[src/rtl/sample_pacer.sv]
// Purpose : buffers incoming samples and releases one per sample period at a steady rate.
// Latency : outData/outStrobe update one cycle after the internal rate tick.
// Backpres: none upstream; a sample arriving on a full buffer is dropped and flags overflow.
//
// Ports:
//   clk, reset (sync, active-low), enable (low = idle + flush)
//   inAvailable/inData : one-cycle sample strobe with data
//   outData/outStrobe  : current output sample and its one-cycle update pulse
//   running            : high while playing
//   level              : buffer occupancy, 0..fifoDepth
//   overflow           : sticky drop flag
//   underruns          : saturating count of empty-buffer ticks while playing
module sample_pacer #(
    parameter int clockRate  = 76_800_000,
    parameter int sampleRate = 48_000,
    parameter int sampleBits = 24,
    parameter int fifoDepth  = 16,
    parameter int primeLevel = 8
) (
    input  logic                        clk,
    input  logic                        reset,
    input  logic                        enable,
    input  logic                        inAvailable,
    input  logic [sampleBits-1:0]       inData,
    output logic [sampleBits-1:0]       outData,
    output logic                        outStrobe,
    output logic                        running,
    output logic [$clog2(fifoDepth):0]  level,
    output logic                        overflow,
    output logic [7:0]                  underruns
);

    localparam int divisor = clockRate / sampleRate;
    localparam int cnt_w   = $clog2(divisor);
    localparam int ptr_w   = $clog2(fifoDepth);

    localparam logic [cnt_w-1:0]      tick_last  = cnt_w'(divisor - 1);
    localparam logic [cnt_w-1:0]      cnt_one    = cnt_w'(1);
    localparam logic [ptr_w-1:0]      ptr_one    = ptr_w'(1);
    localparam logic [ptr_w:0]        lvl_one    = (ptr_w + 1)'(1);
    localparam logic [ptr_w:0]        full_level = (ptr_w + 1)'(fifoDepth);
    localparam logic [ptr_w:0]        prime_mark = (ptr_w + 1)'(primeLevel);
    localparam logic [sampleBits-1:0] midscale   = {1'b1, {(sampleBits - 1){1'b0}}};

    typedef enum logic [1:0] {
        IDLE  = 2'd0,
        PRIME = 2'd1,
        PLAY  = 2'd2
    } state_t;

    state_t                 state;
    logic [cnt_w-1:0]       tick_cnt;
    logic [ptr_w-1:0]       wr_ptr;
    logic [ptr_w-1:0]       rd_ptr;
    logic [sampleBits-1:0]  mem [fifoDepth];

    logic tick;
    logic full;
    logic empty;
    logic accept;
    logic do_pop;
    logic do_under;
    logic do_push;
    logic do_drop;

    assign tick     = (tick_cnt == tick_last);
    assign full     = (level == full_level);
    assign empty    = (level == '0);

    // Writes are only meaningful once playback is enabled and out of IDLE;
    // a disable in the same cycle wins over any push or pop.
    assign accept   = enable && (state != IDLE);
    assign do_pop   = enable && (state == PLAY) && tick && !empty;
    assign do_under = enable && (state == PLAY) && tick && empty;
    // A full buffer still takes a sample when the head leaves in the same cycle;
    // the pop reads the pre-push head so there is no bypass path.
    assign do_push  = accept && inAvailable && (!full || do_pop);
    assign do_drop  = accept && inAvailable && full && !do_pop;

    assign running  = (state == PLAY);

    always_ff @(posedge clk) begin
        if (do_push) begin
            mem[wr_ptr] <= inData;
        end
    end

    always_ff @(posedge clk) begin
        if (!reset) begin
            state     <= IDLE;
            tick_cnt  <= '0;
            wr_ptr    <= '0;
            rd_ptr    <= '0;
            level     <= '0;
            outData   <= midscale;
            outStrobe <= 1'b0;
            overflow  <= 1'b0;
            underruns <= '0;
        end else begin
            // The rate counter free-runs regardless of playback state.
            tick_cnt  <= tick ? '0 : tick_cnt + cnt_one;
            outStrobe <= 1'b0;

            if (!enable) begin
                state   <= IDLE;
                wr_ptr  <= '0;
                rd_ptr  <= '0;
                level   <= '0;
                outData <= midscale;
            end else begin
                case (state)
                    IDLE: begin
                        state <= PRIME;
                    end
                    PRIME: begin
                        if (level >= prime_mark) begin
                            state <= PLAY;
                        end
                    end
                    PLAY: begin
                        if (do_under) begin
                            // Emit silence and refill before playing again.
                            state     <= PRIME;
                            outData   <= midscale;
                            outStrobe <= 1'b1;
                            if (underruns != 8'hFF) begin
                                underruns <= underruns + 8'd1;
                            end
                        end else if (do_pop) begin
                            outData   <= mem[rd_ptr];
                            outStrobe <= 1'b1;
                        end
                    end
                    default: begin
                        state <= IDLE;
                    end
                endcase

                if (do_push) begin
                    wr_ptr <= wr_ptr + ptr_one;
                end
                if (do_pop) begin
                    rd_ptr <= rd_ptr + ptr_one;
                end
                if (do_push && !do_pop) begin
                    level <= level + lvl_one;
                end else if (!do_push && do_pop) begin
                    level <= level - lvl_one;
                end
                if (do_drop) begin
                    overflow <= 1'b1;
                end
            end
        end
    end

endmodule
[config.mk]
export PLATFORM = sky130hd
export DESIGN_NAME = sample_pacer
export DESIGN_NICKNAME = d
export VERILOG_FILES = /design/src/rtl/sample_pacer.sv
export SDC_FILE = /design/constraint.sdc
export NUM_CORES = 1
export LEC_CHECK = 0
export CAP_MARGIN = 20
export CORE_ASPECT_RATIO = 0.5
export CORE_MARGIN = 2
export CORE_UTILIZATION = 35
export DETAILED_ROUTE_END_ITERATION = 10
export GPL_ROUTABILITY_DRIVEN = 1
export SYNTH_ARGS = -nofsm -noshare
export SYNTH_HDL_FRONTEND = slang
export SYNTH_SLANG_ARGS = --single-unit
[constraint.sdc]
create_clock -name clk -period 7.66 [get_ports clk]
set_clock_uncertainty 0.15 [all_clocks]
set_input_delay 0.766 -clock clk [delete_from_list [all_inputs] [get_ports clk]]
set_output_delay 0.766 -clock clk [all_outputs]
set_load 0.01 [all_outputs]
==> results.py, run 1 <==
# Metrics from the implementation run
metrics = {
    "power_and_ir_drop": {
        "switching_share": 0.196,
        "p_switching_w": 0.000936,
        "internal_power_w": 0.00384,
        "top_power_group": "registers",
        "finalPower_w": 0.00478,
        "p_comb_w": 0.0000680,
    },
    "placed_design": {
        "dp_cells": 1580,
        "place.gp.congestion": 0.770,
        "dp_hpwl_um": 19100,
        "pre_cts_slack_ns": 3.44,
    },
    "worst_setup_path": {
        "timing.rr.end": "level[4]$_SDFFE_PN0P_",
        "startpoint": "enable",
        "rr_worst_depth": 12,
        "path_max_fanout": 7,
        "crit_path_top_delay_cell": "clkdlybuf4s50_1",
        "worstSetupPathType": "in -> reg",
        "worstPathCellList": "clkdlybuf4s50_1 > and3b_1 > nand4_1 > a21oi_2 > ha_1 > inv_1 > ha_1 > nor2b_1 > o21a_1 > or3_1 > a21oi_1 > mux2i_1",
        "cpPeakStageDelay_ns": 0.57,
        "crit_family": "simple AND/OR/NAND/NOR gates",
        "ff2ff_setup_slack_ns": 4.14,
        "crit_buf_inv": 2,
        "worstPathArrival_ns": 4.01,
        "crit_top_cell": "ha_1",
        "crit_cells": 12,
        "r2r_start": "tick_cnt[0]$_SDFF_PP0_",
        "cp-start-kind": "primary input",
    },
    "global_routing": {
        "antenna_found_initial": 0,
        "grt-busiest-layer": "met2",
        "grt_pass1_vias": 8841,
        "use_met3": 0.0225,
        "grt_max_degree": 73,
    },
    "logic_synthesis": {
        "yosys.area_share.adder": 0.00995,
        "synth_seq_share": 0.749,
        "logic_family": "multiplexers",
        "ys_sh_xor": 0.0113,
        "synth_area_per_cell_um2": 19.3,
        "synth_cell_types": 46,
        "syn-num-nets": 927,
        "synth-cells-yosys": 886,
        "top_cell": "edfxtp_1",
        "synthSimpleGateAreaFrac": 0.0434,
        "muxShareOfSynthArea": 0.129,
        "largest_area_cell": "edfxtp_1",
        "top_cells_by_area": "edfxtp_1 67%, mux4_2 13%, dfxtp_1 7.5%, a22oi_1 1.9%, a22o_1 1.2%",
        "ff_type": "edfxtp_1",
    },
    "sta": {
        "setup-violations-final": 0,
        "timing.slew.headroom": 0.314,
        "fmax_ghz": 0.272,
        "worst_slew_pin_slew_ns": 1.03,
        "tns_ns": 0,
        "whs_ns": 0.327,
        "finalCritPeriodShare": 0.480,
    },
    "floorplan": {
        "fp-utilization": 0.353,
        "die_h_um": 160,
        "tapCellCount": 649,
        "coreArea_um2": 48400,
        "fp.dieW_um": 317,
    },
    "run_status": {
        "status": "finished, final reports clean",
    },
    "final_layout": {
        "comb_area_frac": 0.206,
        "final_common_cell": "edfxtp_1",
        "final-clk-cell-share": 0.0685,
        "layout.nets": 1016,
        "regMostFlops": "mem",
        "area_growth_pct": 16.7,
        "largest_register_ff_count": 384,
        "layout_top_cells": "384 x edfxtp_1, 95 x mux4_2, 67 x clkdlybuf4s50_1",
        "largest_cell_class": "sequential cells",
        "nNonClkInverters": 8,
        "nNonClkBuffers": 89,
        "drive_above_1_share": 0.200,
        "instances_no_fill": 1656,
        "antenna_cells": 0,
        "seqCellArea_um2": 12800,
    },
    "routing": {
        "route.met3.wl_um": 1550,
        "wl_um": 35200,
        "wl_met2_um": 16800,
        "wl_met1_um": 16100,
        "drc": 0,
        "ant_nets": 0,
        "detail_route.iter0.violations": 747,
        "viasPerCell": 5.09,
    },
    "worst_hold_path": {
        "min_to": "outData[5]$_SDFFE_PN0P_",
    },
    "clocking": {
        "numCtsBuffers": 42,
        "postCtsSetupRepairBufs": 0,
        "clk_latency_ns": 0.55,
        "clock-sinks": 448,
        "cts_buffer_depth": 3,
        "holdBufCountCts": 0,
    },
}
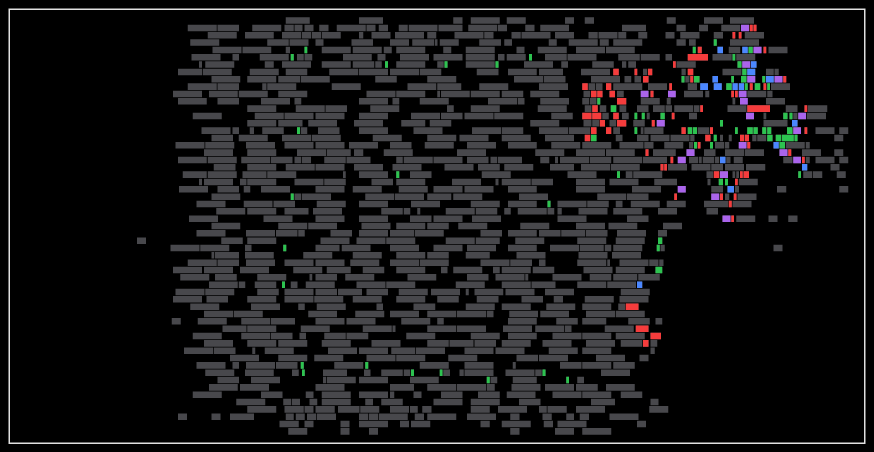
*Gate families picked out, run 1*
legend:
  purple:
    family: xor and xnor cells
    cells: 22
    where: north-east
  green:
    family: nand cells
    cells: 68
  red:
    family: nor cells
    cells: 68
    where: north-east
  blue:
    family: and/or cells
    cells: 16
    where: north-east

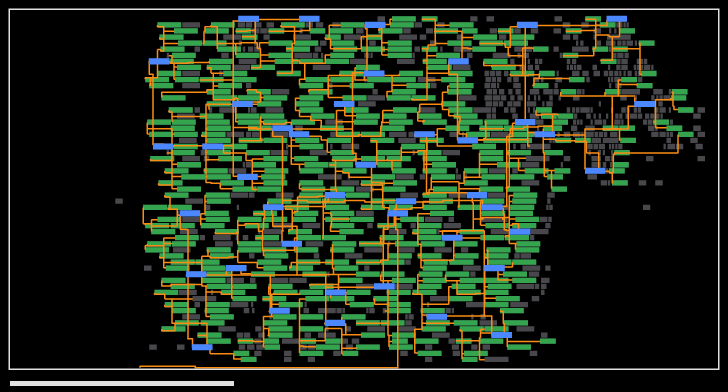
*Clock wires, drivers and flops, run 1*
Scale bar: 100 µm.
legend:
  green:
    item: flip-flops
    count: 448
  orange:
    item: clock wires
    length: 5020 µm
  blue:
    item: clock-net drivers
    count: 42
routed clock nets: 43

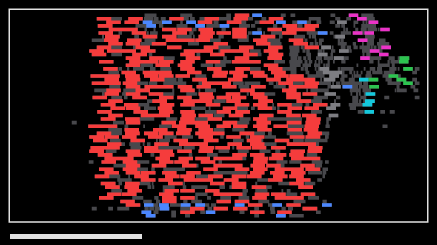
*Sequential cells grouped by signal name, run 1*
Scale bar: 100 µm.
legend:
  red:
    signal: mem
    sequential_cells: 384
  cyan:
    signal: level
    sequential_cells: 5
    where: east
  magenta:
    signal: tick_cnt
    sequential_cells: 11
    where: north-east
  green:
    signal: underruns
    sequential_cells: 8
  blue:
    signal: outData
    sequential_cells: 24
not colored: 16
flip-flop and latch power: 0.00265 W
flop share of the area: 0.642

### Track usage over the die, run 1

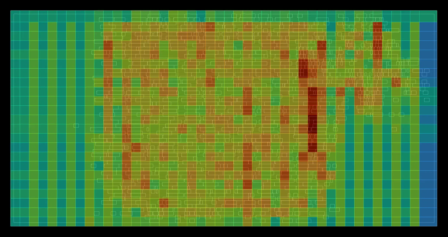

==> run 1 -> run 2 <==
==> constraint.sdc (replaced) <==
create_clock -name clk -period 3.2 [get_ports clk]
set_clock_uncertainty 0.15 [all_clocks]
set_input_delay 0.32 -clock clk [delete_from_list [all_inputs] [get_ports clk]]
set_output_delay 0.32 -clock clk [all_outputs]
set_load 0.01 [all_outputs]
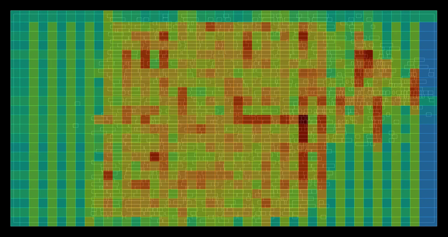
*Track usage over the die, run 2*
GRT Max-Usage Layer: met2
Layout Utilization: 0.420
met3 Track Usage GR: 0.0253
GR Util met2: 0.243
grt met1 use: 0.214

==> run 2 against run 1 <==
Against the previous run:
- final area up 1.9%
- die area unchanged
- first-iteration DRC count up 21%
- routed wire length up 7.1%
- critical path depth unchanged
- largest power group unchanged
- synthesized cell count unchanged
- via count up 4.0%
- synthesized area unchanged
==> results.py, run 2 <==
# Metrics from the implementation run
metrics = {
    "final_layout": {
        "largest_register_ff_count": 384,
        "comb_area_frac": 0.202,
        "area_growth_pct": 18.9,
        "final-clk-cell-share": 0.0648,
        "nNonClkBuffers": 116,
        "drive_above_1_share": 0.226,
        "antenna_cells": 0,
        "regMostFlops": "mem",
        "instances_no_fill": 1685,
        "nNonClkInverters": 8,
        "seqCellArea_um2": 12800,
        "layout.nets": 1043,
    },
    "worst_setup_path": {
        "cpPeakStageDelay_ns": 0.41,
        "rr_worst_depth": 12,
        "worstSetupPathType": "reg -> reg",
        "crit_cells": 12,
        "crit_buf_inv": 2,
        "path_max_fanout": 8,
        "crit_family": "simple AND/OR/NAND/NOR gates",
        "cp-start-kind": "register",
        "startpoint": "tick_cnt[6]$_SDFF_PP0_",
        "r2r_start": "tick_cnt[6]$_SDFF_PP0_",
        "ff2ff_setup_slack_ns": 0.21,
        "timing.rr.end": "level[4]$_SDFFE_PN0P_",
        "worstPathCellList": "nor4b_4 > nand4_1 > nor2_1 > inv_1 > ha_1 > inv_1 > ha_1 > nor2b_1 > o21a_1 > or3_1 > a21oi_1 > mux2i_1",
        "worstPathArrival_ns": 3.32,
    },
    "placed_design": {
        "place.gp.congestion": 0.750,
        "pre_cts_slack_ns": -0.0721,
        "dp_cells": 1605,
        "dp_hpwl_um": 21000,
    },
    "sta": {
        "tns_ns": 0,
        "worst_slew_pin_slew_ns": 0.752,
        "timing.slew.headroom": 0.496,
        "setup-violations-final": 0,
        "whs_ns": 0.330,
    },
    "logic_synthesis": {
        "logic_family": "multiplexers",
        "syn-num-nets": 927,
        "ff_type": "edfxtp_1",
        "largest_area_cell": "edfxtp_1",
        "top_cell": "edfxtp_1",
        "top_cells_by_area": "edfxtp_1 67%, mux4_2 13%, dfxtp_1 7.5%, a22oi_1 1.9%, a22o_1 1.2%",
        "ys_sh_xor": 0.0113,
        "synth_cell_types": 46,
        "synthSimpleGateAreaFrac": 0.0434,
        "synth-cells-yosys": 886,
        "synth_area_per_cell_um2": 19.3,
    },
    "routing": {
        "ant_nets": 0,
        "wl_met1_um": 16900,
        "viasPerCell": 5.21,
        "wl_um": 37700,
        "drc": 0,
        "wl_met2_um": 18400,
    },
    "power_and_ir_drop": {
        "finalPower_w": 0.0113,
        "p_comb_w": 0.000176,
        "switching_share": 0.202,
        "seq-power_w": 0.00635,
        "p_switching_w": 0.00228,
        "top_power_group": "registers",
    },
    "clocking": {
        "postCtsSetupRepairBufs": 0,
        "clock-sinks": 448,
        "numCtsBuffers": 42,
    },
    "worst_hold_path": {
        "min_to": "outData[6]$_SDFFE_PN0P_",
    },
    "global_routing": {
        "grt_max_degree": 39,
        "overflow": 0,
        "antenna_found_initial": 0,
        "grt_pass1_vias": 9129,
    },
    "floorplan": {
        "die_h_um": 160,
        "fp.dieW_um": 317,
        "coreArea_um2": 48400,
        "tapCellCount": 649,
    },
    "flow_run": {
        "maxCapViolCount": 0,
    },
    "run_status": {
        "status": "finished, final reports clean",
    },
}
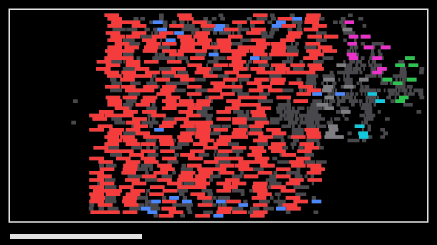
*Sequential cells grouped by signal name, run 2*
Scale bar: 100 µm.
legend:
  magenta:
    signal: tick_cnt
    sequential_cells: 11
    where: north-east
  green:
    signal: underruns
    sequential_cells: 8
  cyan:
    signal: level
    sequential_cells: 5
    where: east
  red:
    signal: mem
    sequential_cells: 384
  blue:
    signal: outData
    sequential_cells: 24
not colored: 16

==> run 2 -> run 3 <==
--- a/config.mk
+++ b/config.mk
@@ -5,12 +5,12 @@
 export SDC_FILE = /design/constraint.sdc
 export NUM_CORES = 1
 export LEC_CHECK = 0
-export CAP_MARGIN = 20
 export CORE_ASPECT_RATIO = 0.5
 export CORE_MARGIN = 2
 export CORE_UTILIZATION = 35
+export CTS_CLUSTER_SIZE = 16
 export DETAILED_ROUTE_END_ITERATION = 10
-export GPL_ROUTABILITY_DRIVEN = 1
+export GPL_ROUTABILITY_DRIVEN = 0
 export SYNTH_ARGS = -nofsm -noshare
 export SYNTH_HDL_FRONTEND = slang
 export SYNTH_SLANG_ARGS = --single-unit
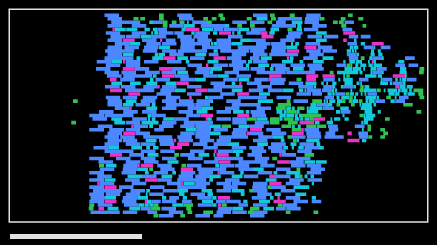
*Cells colored by class, run 3*
Scale bar: 100 µm.
legend:
  magenta:
    class: clock drivers and dummy loads
    cells: 78
  cyan:
    class: remaining logic cells
    cells: 394
  green:
    class: remaining buffers and delay cells
    cells: 116
  blue:
    class: registers
    cells: 448

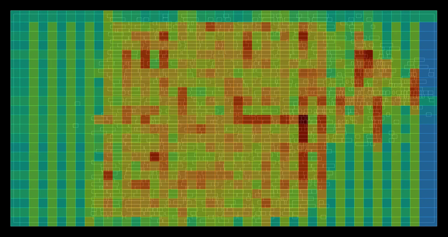
*Track usage over the die, run 3*
Total GRT Usage: 0.150
Routed WL per cell: 22.4 µm

==> run 3 against run 2 <==
Against the previous run:
- clock power about the same
- largest cell class unchanged
- final cell count unchanged
- synthesized cell count unchanged
- sequential power about the same
- sequential cell count unchanged
- power unchanged
- fmax unchanged
- highest routed layer unchanged
==> results.py, run 3 <==
# Metrics from the implementation run
metrics = {
    "final_layout": {
        "antenna_cells": 0,
        "comb_area_frac": 0.202,
        "area_growth_pct": 18.9,
        "finish.utilization": 0.420,
        "final_common_cell": "edfxtp_1",
        "layout.nets": 1043,
        "largest_cell_class": "sequential cells",
        "instances_no_fill": 1685,
        "seqCellArea_um2": 12800,
        "final-clk-cell-share": 0.0648,
        "drive_above_1_share": 0.226,
        "regMostFlops": "mem",
        "sh_seq_area": 0.630,
        "largest_register_ff_count": 384,
    },
    "logic_synthesis": {
        "top_cell": "edfxtp_1",
        "synth_area_per_cell_um2": 19.3,
        "synthSimpleGateAreaFrac": 0.0434,
        "syn-num-nets": 927,
        "synth_cell_types": 46,
        "ff_type": "edfxtp_1",
        "ys_sh_xor": 0.0113,
        "logic_family": "multiplexers",
        "synth_seq_share": 0.749,
        "synth-cells-yosys": 886,
        "largest_area_cell": "edfxtp_1",
    },
    "worst_setup_path": {
        "crit_path_top_delay_cell": "dfxtp_1",
        "path_max_fanout": 8,
        "cpPeakStageDelay_ns": 0.41,
        "r2r_start": "tick_cnt[6]$_SDFF_PP0_",
        "crit_family": "simple AND/OR/NAND/NOR gates",
        "cp-start-kind": "register",
        "rr_worst_depth": 12,
        "worstPathArrival_ns": 3.32,
        "startpoint": "tick_cnt[6]$_SDFF_PP0_",
        "worstPathCellList": "nor4b_4 > nand4_1 > nor2_1 > inv_1 > ha_1 > inv_1 > ha_1 > nor2b_1 > o21a_1 > or3_1 > a21oi_1 > mux2i_1",
        "ff2ff_setup_slack_ns": 0.21,
        "crit_cells": 12,
        "timing.rr.end": "level[4]$_SDFFE_PN0P_",
        "crit_buf_inv": 2,
    },
    "run_status": {
        "status": "finished, final reports clean",
    },
    "clocking": {
        "holdBufCountCts": 0,
        "numCtsBuffers": 42,
        "cts_buffer_depth": 3,
        "clock-sinks": 448,
        "clk_latency_ns": 0.56,
    },
    "routing": {
        "ant_nets": 0,
        "drc": 0,
        "route.met3.wl_um": 1910,
        "wl_met2_um": 18400,
        "detail_route.iter0.violations": 907,
        "wl_met1_um": 16900,
        "wl_um": 37700,
        "viasPerCell": 5.21,
    },
    "power_and_ir_drop": {
        "finalPower_w": 0.0113,
        "internal_power_w": 0.00899,
        "top_power_group": "registers",
        "p_switching_w": 0.00228,
        "p_comb_w": 0.000176,
        "seq-power_w": 0.00635,
        "switching_share": 0.202,
    },
    "floorplan": {
        "fp-utilization": 0.353,
        "tapCellCount": 649,
        "coreArea_um2": 48400,
        "die_h_um": 160,
        "fp.dieW_um": 317,
    },
    "placed_design": {
        "dp_cells": 1605,
        "pre_cts_slack_ns": -0.0721,
    },
    "sta": {
        "worst_slew_pin_slew_ns": 0.752,
        "finalCritPeriodShare": 0.933,
        "setup-violations-final": 0,
        "fmax_ghz": 0.335,
        "timing.slew.headroom": 0.496,
        "tns_ns": 0,
    },
    "global_routing": {
        "grt_pass1_vias": 9129,
        "grt_use_met2": 0.243,
        "met1_usage": 0.214,
        "grt-busiest-layer": "met2",
    },
    "flow_run": {
        "maxCapViolCount": 0,
    },
    "worst_hold_path": {
        "min_to": "outData[6]$_SDFFE_PN0P_",
    },
}
Power figures rest on the tool's default switching activity, not on a simulated workload.
